[config.mk]
export PLATFORM = sky130hd
export DESIGN_NAME = frame_dispatch_arbiter
export DESIGN_NICKNAME = d
export VERILOG_FILES = /design/src/rtl/frame_dispatch_arbiter.sv
export SDC_FILE = /design/constraint.sdc
export NUM_CORES = 1
export LEC_CHECK = 0
export CAP_MARGIN = 40
export CORE_ASPECT_RATIO = 2
export CORE_MARGIN = 4
export CORE_UTILIZATION = 25
export CTS_CLUSTER_SIZE = 30
export DETAILED_ROUTE_END_ITERATION = 12
export GPL_TIMING_DRIVEN = 0
export PLACE_DENSITY_LB_ADDON = 0.05
export SLEW_MARGIN = 15
export SYNTH_ARGS = -nofsm -noshare
export SYNTH_HDL_FRONTEND = slang
export SYNTH_SLANG_ARGS = --single-unit
[constraint.sdc]
create_clock -name clk -period 4 [get_ports clk]
set_clock_uncertainty 0.2 [all_clocks]
set_input_delay 0.4 -clock clk [delete_from_list [all_inputs] [get_ports clk]]
set_output_delay 0.4 -clock clk [all_outputs]
set_load 0.02 [all_outputs]
[src/rtl/frame_dispatch_arbiter.sv]
`default_nettype none
// ============================================================================
// Module   : frame_dispatch_arbiter
// Purpose  : Round-robin dispatcher that shares a single frame controller
//            among NUM_REQ descriptor requesters. Launches one frame at a
//            time, bounds it with a watchdog, and reports a completion
//            record carrying the owning requester ID and status.
// Revision : 1.0 - initial release
// ============================================================================
module frame_dispatch_arbiter #(
  parameter int ADDR_WIDTH     = 32,
  parameter int NUM_REQ        = 4,
  parameter int ID_W           = $clog2(NUM_REQ),
  parameter int TIMEOUT_CYCLES = 65535
) (
  input  logic                          clk,
  input  logic                          reset,
  // descriptor requesters
  input  logic [NUM_REQ-1:0]            req_valid,
  output logic [NUM_REQ-1:0]            req_ready,
  input  logic [NUM_REQ*ADDR_WIDTH-1:0] req_base_addr,
  input  logic [NUM_REQ*16-1:0]         req_frame_depth,
  input  logic [NUM_REQ*8-1:0]          req_lane_stride,
  // frame controller side
  output logic [ADDR_WIDTH-1:0]         fc_base_addr,
  output logic [15:0]                   fc_frame_depth,
  output logic [7:0]                    fc_lane_stride,
  output logic                          fc_start_trigger,
  input  logic                          fc_frame_done,
  // completion reporting
  output logic                          cmp_valid,
  input  logic                          cmp_ready,
  output logic [ID_W-1:0]               cmp_id,
  output logic                          cmp_timeout,
  output logic                          cmp_err,
  output logic                          busy
);

  typedef enum logic [1:0] {
    ST_IDLE   = 2'd0,
    ST_LAUNCH = 2'd1,
    ST_RUN    = 2'd2,
    ST_CMPL   = 2'd3
  } state_t;

  // Watchdog terminal count: the TIMEOUT_CYCLES-th RUN cycle has count TIMEOUT_CYCLES-1.
  localparam logic [31:0] c_WD_LAST = (TIMEOUT_CYCLES == 0) ? 32'd0 : 32'(TIMEOUT_CYCLES - 1);
  localparam bit          c_WD_EN   = (TIMEOUT_CYCLES != 0);

  state_t                r_state;
  state_t                w_state_nxt;
  logic [ID_W-1:0]       r_rr_ptr;
  logic [31:0]           r_wd_cnt;
  logic                  r_first_run;
  logic [ADDR_WIDTH-1:0] r_fc_base;
  logic [15:0]           r_fc_depth;
  logic [7:0]            r_fc_stride;
  logic [ID_W-1:0]       r_cmp_id;
  logic                  r_cmp_timeout;
  logic                  r_cmp_err;

  logic [ADDR_WIDTH-1:0] w_base   [NUM_REQ];
  logic [15:0]           w_depth  [NUM_REQ];
  logic [7:0]            w_stride [NUM_REQ];
  logic                  w_grant_vld;
  logic [ID_W-1:0]       w_grant_idx;
  logic [ID_W-1:0]       w_cand;
  logic                  w_accept;
  logic                  w_zero_depth;
  logic                  w_done_ok;
  logic                  w_wd_expire;

  // Split the flat descriptor buses into per-requester fields.
  genvar gi;
  generate
    for (gi = 0; gi < NUM_REQ; gi++) begin : g_unpack
      assign w_base[gi]   = req_base_addr[gi*ADDR_WIDTH +: ADDR_WIDTH];
      assign w_depth[gi]  = req_frame_depth[gi*16 +: 16];
      assign w_stride[gi] = req_lane_stride[gi*8 +: 8];
    end
  endgenerate

  // Round-robin search: scan from the farthest candidate to the nearest so the
  // requester closest after r_rr_ptr overwrites any earlier match and wins.
  always_comb begin
    w_grant_vld = 1'b0;
    w_grant_idx = '0;
    w_cand      = '0;
    for (int k = NUM_REQ; k >= 1; k--) begin
      w_cand = ID_W'((int'(r_rr_ptr) + k) % NUM_REQ);
      if (req_valid[w_cand]) begin
        w_grant_vld = 1'b1;
        w_grant_idx = w_cand;
      end
    end
  end

  assign w_accept     = (r_state == ST_IDLE) && w_grant_vld;
  assign w_zero_depth = (w_depth[w_grant_idx] == 16'd0);
  // The done level seen in the first RUN cycle is left over from the previous frame.
  assign w_done_ok    = fc_frame_done && !r_first_run;
  assign w_wd_expire  = c_WD_EN && (r_wd_cnt == c_WD_LAST);

  // State register.
  always_ff @(posedge clk or posedge reset) begin
    if (reset) r_state <= ST_IDLE;
    else       r_state <= w_state_nxt;
  end

  // Next-state and state-decoded outputs.
  always_comb begin
    w_state_nxt      = r_state;
    req_ready        = '0;
    fc_start_trigger = 1'b0;
    cmp_valid        = 1'b0;
    busy             = (r_state != ST_IDLE);
    case (r_state)
      ST_IDLE: begin
        // Ready is masked during reset so requesters see the reset value.
        if (w_grant_vld && !reset) req_ready[w_grant_idx] = 1'b1;
        if (w_accept) w_state_nxt = w_zero_depth ? ST_CMPL : ST_LAUNCH;
      end
      ST_LAUNCH: begin
        fc_start_trigger = 1'b1;
        w_state_nxt      = ST_RUN;
      end
      ST_RUN: begin
        if (w_done_ok || w_wd_expire) w_state_nxt = ST_CMPL;
      end
      ST_CMPL: begin
        cmp_valid = 1'b1;
        if (cmp_ready) w_state_nxt = ST_IDLE;
      end
      default: w_state_nxt = ST_IDLE;
    endcase
  end

  // Capture the winning descriptor and owner on accept; held until the next accept.
  always_ff @(posedge clk or posedge reset) begin
    if (reset) begin
      r_fc_base   <= '0;
      r_fc_depth  <= '0;
      r_fc_stride <= '0;
      r_cmp_id    <= '0;
      r_rr_ptr    <= ID_W'(NUM_REQ - 1);
    end else if (w_accept) begin
      r_fc_base   <= w_base[w_grant_idx];
      r_fc_depth  <= w_depth[w_grant_idx];
      r_fc_stride <= w_stride[w_grant_idx];
      r_cmp_id    <= w_grant_idx;
      r_rr_ptr    <= w_grant_idx;
    end
  end

  // Completion status: error decided at accept, timeout decided when RUN ends.
  always_ff @(posedge clk or posedge reset) begin
    if (reset) begin
      r_cmp_err     <= 1'b0;
      r_cmp_timeout <= 1'b0;
    end else if (w_accept) begin
      r_cmp_err     <= w_zero_depth;
      r_cmp_timeout <= 1'b0;
    end else if (r_state == ST_RUN && !w_done_ok && w_wd_expire) begin
      r_cmp_timeout <= 1'b1;
    end
  end

  // Watchdog counter and first-RUN-cycle marker, both armed in LAUNCH.
  always_ff @(posedge clk or posedge reset) begin
    if (reset) begin
      r_wd_cnt    <= '0;
      r_first_run <= 1'b0;
    end else if (r_state == ST_LAUNCH) begin
      r_wd_cnt    <= '0;
      r_first_run <= 1'b1;
    end else if (r_state == ST_RUN) begin
      r_wd_cnt    <= r_wd_cnt + 32'd1;
      r_first_run <= 1'b0;
    end
  end

  assign fc_base_addr   = r_fc_base;
  assign fc_frame_depth = r_fc_depth;
  assign fc_lane_stride = r_fc_stride;
  assign cmp_id         = r_cmp_id;
  assign cmp_timeout    = r_cmp_timeout;
  assign cmp_err        = r_cmp_err;

endmodule
`default_nettype wire
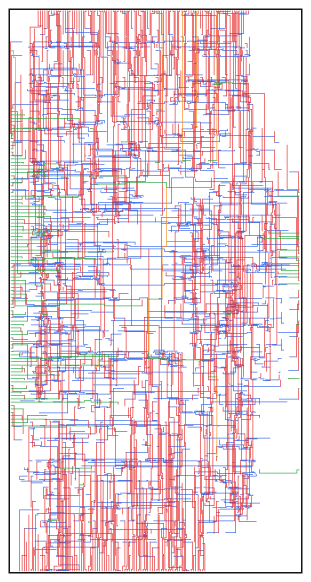
run_1/metal_stack.png
| layer | colour | wire length |
|---|---|---|
| met4 | orange | 641 µm |
| met1 | blue | 8870 µm |
| met2 | red | 14900 µm |
| met3 | green | 1390 µm |

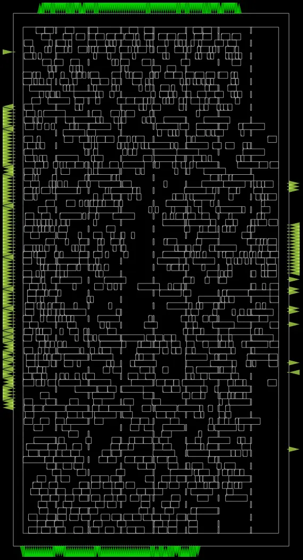
run_1/final_placement.png
TAP cells: 283
CORE AREA: 23300 µm²
Seq area share: 0.252

==> impl_metrics.ini, run 1 <==
; flow metrics
[placed_design]
gp_congestion = 0.815
placed_area_um2 = 9320
io_buffers = 298

[clocking]
cts_max_path_buffers = 2
post_cts_resized = 4
hold_buffers = 0
cts.clk_slew.worst_paths_ns = 0.08
root_buffer = clkbuf_16

[sta]
fin_ws_ns = 0.145
finalMaxSlewViolations = 0

[pwr]
p_total_w = 0.00605
cell_internal_pwr_w = 0.00335
p_comb_w = 0.00358
powerClk_w = 0.000913

[layout]
design.seq.count = 97
comb_cells = 599
logic_area_um2 = 3260
clk_share = 0.0313
final_common_cell = clkdlybuf4s50_1
buffers = 346
instances_no_fill = 1351
inverters = 10
layout-drive-gt1-share = 0.0506
utilization = 0.413

[critical_path]
regToRegSetupSlack_ns = 1.05
path_depth = 9
cp_max_fo = 10
crit_buf_inv = 6
critPathSlowestCell = clkdlybuf4s50_1
start_kind = input port

[logic_synthesis]
syn_nets = 993
ys.flops = 97
topCombFamilyByArea = simple AND/OR/NAND/NOR gates
edf_count = 0
syn-cell-area_um2 = 5950
ys.flop_type = dfrtp_1
ys_sh_simple = 0.282

[grt]
grt_overflow_total = 0
use_met1 = 0.192
grt_busiest_layer = met2
grt.met2_usage = 0.373

[routing]
drc = 0
wl_per_cell_um = 19.1
drt_iter0_drc = 226

[floorplanning]
core_util_floorplan = 0.255

[min_path]
hp-class = flip-flop to flip-flop
min_delay_path_depth = 2
hp-start = fc_lane_stride[4]

[run_status]
status = complete, no violations

[flow_run]
cap_violations = 0
warning_count = 30
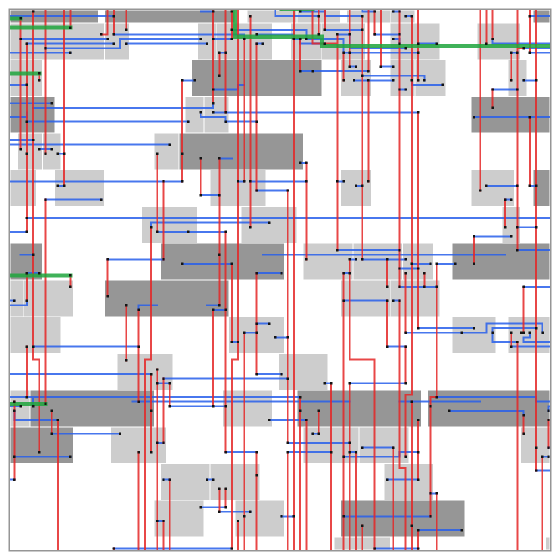
run_1/zoom.png
Region (39, 48) to (79, 88) µm. Cells in grey, sequential cells in the stronger grey; small squares are vias.
| layer | colour |
|---|---|
| met1 | blue |
| met2 | red |
| met3 | green |
cells with their middle in the window: 58
netlist names of flops here include: fc_frame_depth (6), r_wd_cnt (2)
most frequent: clkdlybuf4s50_1 (13), dfrtp_1 (10), mux2_2 (6)
sequential cells in the window: 11

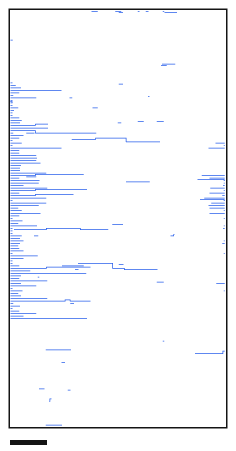
run_1/met3.png
Scale bar: 20 µm.
share of all routed wire: 5.4%
wire length on this layer: 1390 µm
nets with wire on the layer: 144
main direction: horizontal

## Run 2: what changed since run 1
TNS_END_PERCENT = 10   (was default)
==> impl_metrics.ini, run 2 <==
; flow metrics
[clocking]
post_cts_resized = 4
root_buffer = clkbuf_16
cts_max_path_buffers = 2
cts.clk_slew.worst_paths_ns = 0.08
hold_buffers = 0

[floorplanning]
nWellTaps = 283
core_util_floorplan = 0.255
core-area_um2 = 23300

[grt]
grt_max_degree = 56
grt_busiest_layer = met2
grt.met2_usage = 0.373
grt_overflow_total = 0
use_met1 = 0.192

[routing]
drt_iter0_drc = 226
wl_per_cell_um = 19.1
drc = 0

[layout]
clk_share = 0.0313
layout-drive-gt1-share = 0.0506
seq-cell-share = 0.252
inverters = 10
buffers = 346
comb_cells = 599
logic_area_um2 = 3260
final_common_cell = clkdlybuf4s50_1

[sta]
fin_ws_ns = 0.145

[min_path]
hp-class = flip-flop to flip-flop
hp-start = fc_lane_stride[4]
min_delay_path_depth = 2

[critical_path]
cp_max_fo = 10
start_kind = input port
regToRegSetupSlack_ns = 1.05
path_depth = 9
critPathSlowestCell = clkdlybuf4s50_1

[logic_synthesis]
ys.flop_type = dfrtp_1
syn-cell-area_um2 = 5950
ys.flops = 97
edf_count = 0
topCombFamilyByArea = simple AND/OR/NAND/NOR gates

[run_status]
status = complete, no violations

[placed_design]
placed_area_um2 = 9320
gp_congestion = 0.815

[flow_run]
warning_count = 30
cap_violations = 0

[pwr]
p_comb_w = 0.00358
cell_internal_pwr_w = 0.00335
powerClk_w = 0.000913
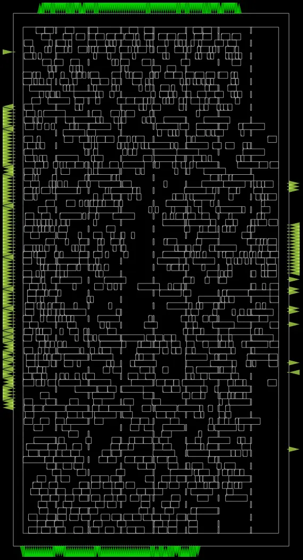
run_2/final_placement.png
Fillers: 2453
FP Rows: 79
Seq cells: 97
non-filler cells, final: 1351
post-route core utilization: 0.413

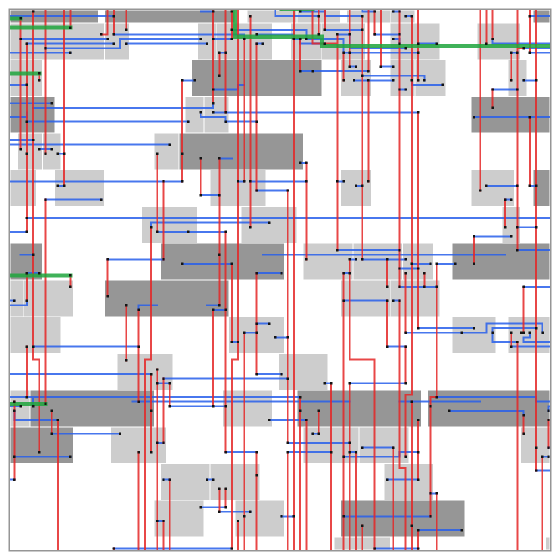
run_2/zoom.png
Region (39, 48) to (79, 88) µm. Cells in grey, sequential cells in the stronger grey; small squares are vias.
| layer | colour |
|---|---|
| met3 | green |
| met2 | red |
| met1 | blue |
most frequent: clkdlybuf4s50_1 (13), dfrtp_1 (10), mux2_2 (6)
netlist names of flops here include: fc_frame_depth (6), r_wd_cnt (2)
sequential cells in the window: 11
cells with their middle in the window: 58

